Design led_matrix_scroller, sky130hd; sources not shown.
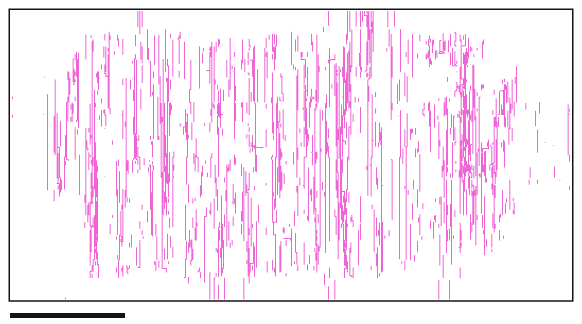
(metal 2)
The bar under the picture is 50 microns long.
longest straight run: 70.7 microns
wire length on this layer: 8350 microns
main direction: vertical
via count: 4465
grt met2 use: 18.9%

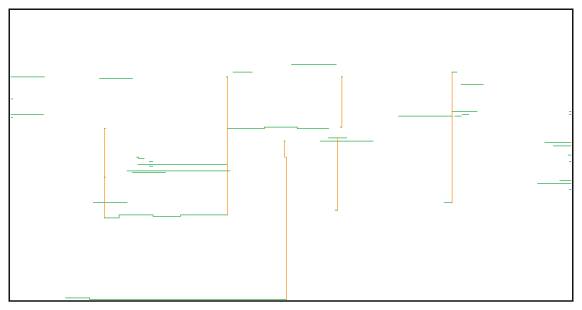
(routed metal, one colour a layer)
Only two layers are drawn.
| colour | layer | wire length |
|---|---|---|
| green | met3 | 519 microns |
| orange | met4 | 278 microns |
GRT Util Overall: 12.4%
Detailed Route WL: 18.1 mm
Wirelength per Cell: 18.0 microns

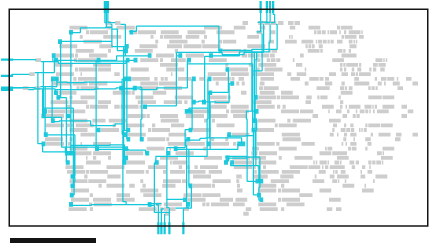
(I/O nets highlighted)
The bar under the picture is 50 microns long.
| colour | port | bits | direction | edge | end cells | buffers | wire |
|---|---|---|---|---|---|---|---|
| cyan | load_data | 16 | input | 7 top, 5 bottom, 4 left | 80 | 16 | 2960 microns |
Buffers on Ports: 38
num ports: 39

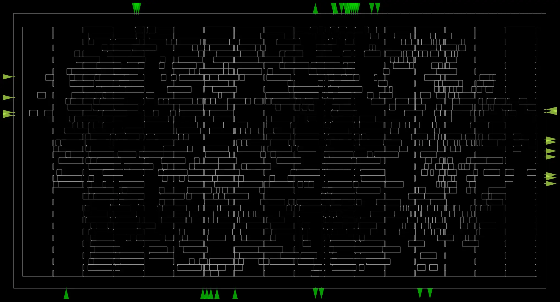
(placement view)
Flops: 197
Final Non-Filler Cells: 1009
CORE AREA: 0.0269 sq mm
Cell Rows: 42

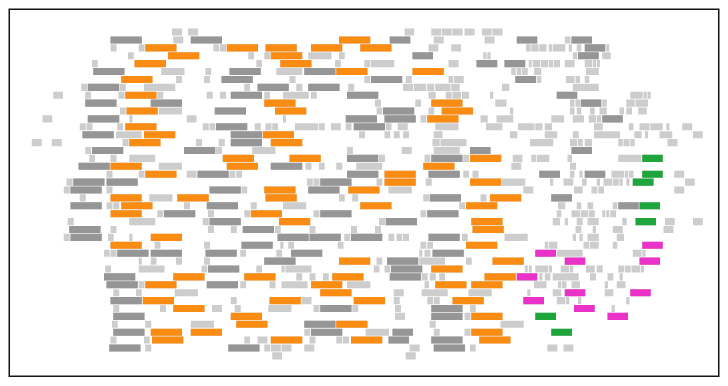
(sequential cells coloured by netlist name)
Other sequential cells in the stronger grey, the rest of the logic in the fainter grey.
| colour | signal | flops |
|---|---|---|
| orange | disp | 80 |
| magenta | scan_cnt | 10 |
| green | col_sel | 7 |
not coloured: 100
register area: 0.00555 sq mm
P_seq: 1.30 mW
flop share of the area: 57.0%

==> results.sh <==
# physical design summary
export IMPL_ys_cells=582
export IMPL_crit_cells=6
export IMPL_clkPwrFrac_pct=40.0
export IMPL_worstPathCellList="clkdlybuf4s50_1 > buf_4 > inv_1 > nand4b_1 > nor3b_2 > or2_2"
export IMPL_num_nonclk_inverters=12
export IMPL_synth_edff_count=160
export IMPL_power_group_top="sequential cells"
export IMPL_fillCellCount=2650
export IMPL_taps=374
export IMPL_synth_cells=582
export IMPL_met3_length_microns=519
export IMPL_place_gp_congestion=0.740
export IMPL_area_growth_pct=16.5
export IMPL_place_area_sq_mm=0.00918
export IMPL_pre_cts_ws_ns=2.10
export IMPL_p_int_mw=1.81
export IMPL_synth_cell_types=48
export IMPL_htreeDepth=4
export IMPL_drive_gt1_share_pct=11.2
export IMPL_antenna_left=0
export IMPL_wl_met1_mm=8.99
export IMPL_setup_violations=0
export IMPL_drt_first_pass_iters=5
export IMPL_criticalPathCategory="in2reg"
export IMPL_whs_ns=0.453
export IMPL_final_util_pct=36.1
export IMPL_aoi_share_pct=2.35
export IMPL_place_inst=977
export IMPL_grt_max_degree=82
export IMPL_max_freq_mhz=225
export IMPL_cts_root_buf="clkbuf_16"
export IMPL_critPathBufInv=3
export IMPL_warnings=30
export IMPL_status="finished clean"
export IMPL_async_reset_ff_share_pct=0
export IMPL_path_max_fanout=18
export IMPL_drtIter0Drc=362
Power is estimated from default activity; no workload was simulated.
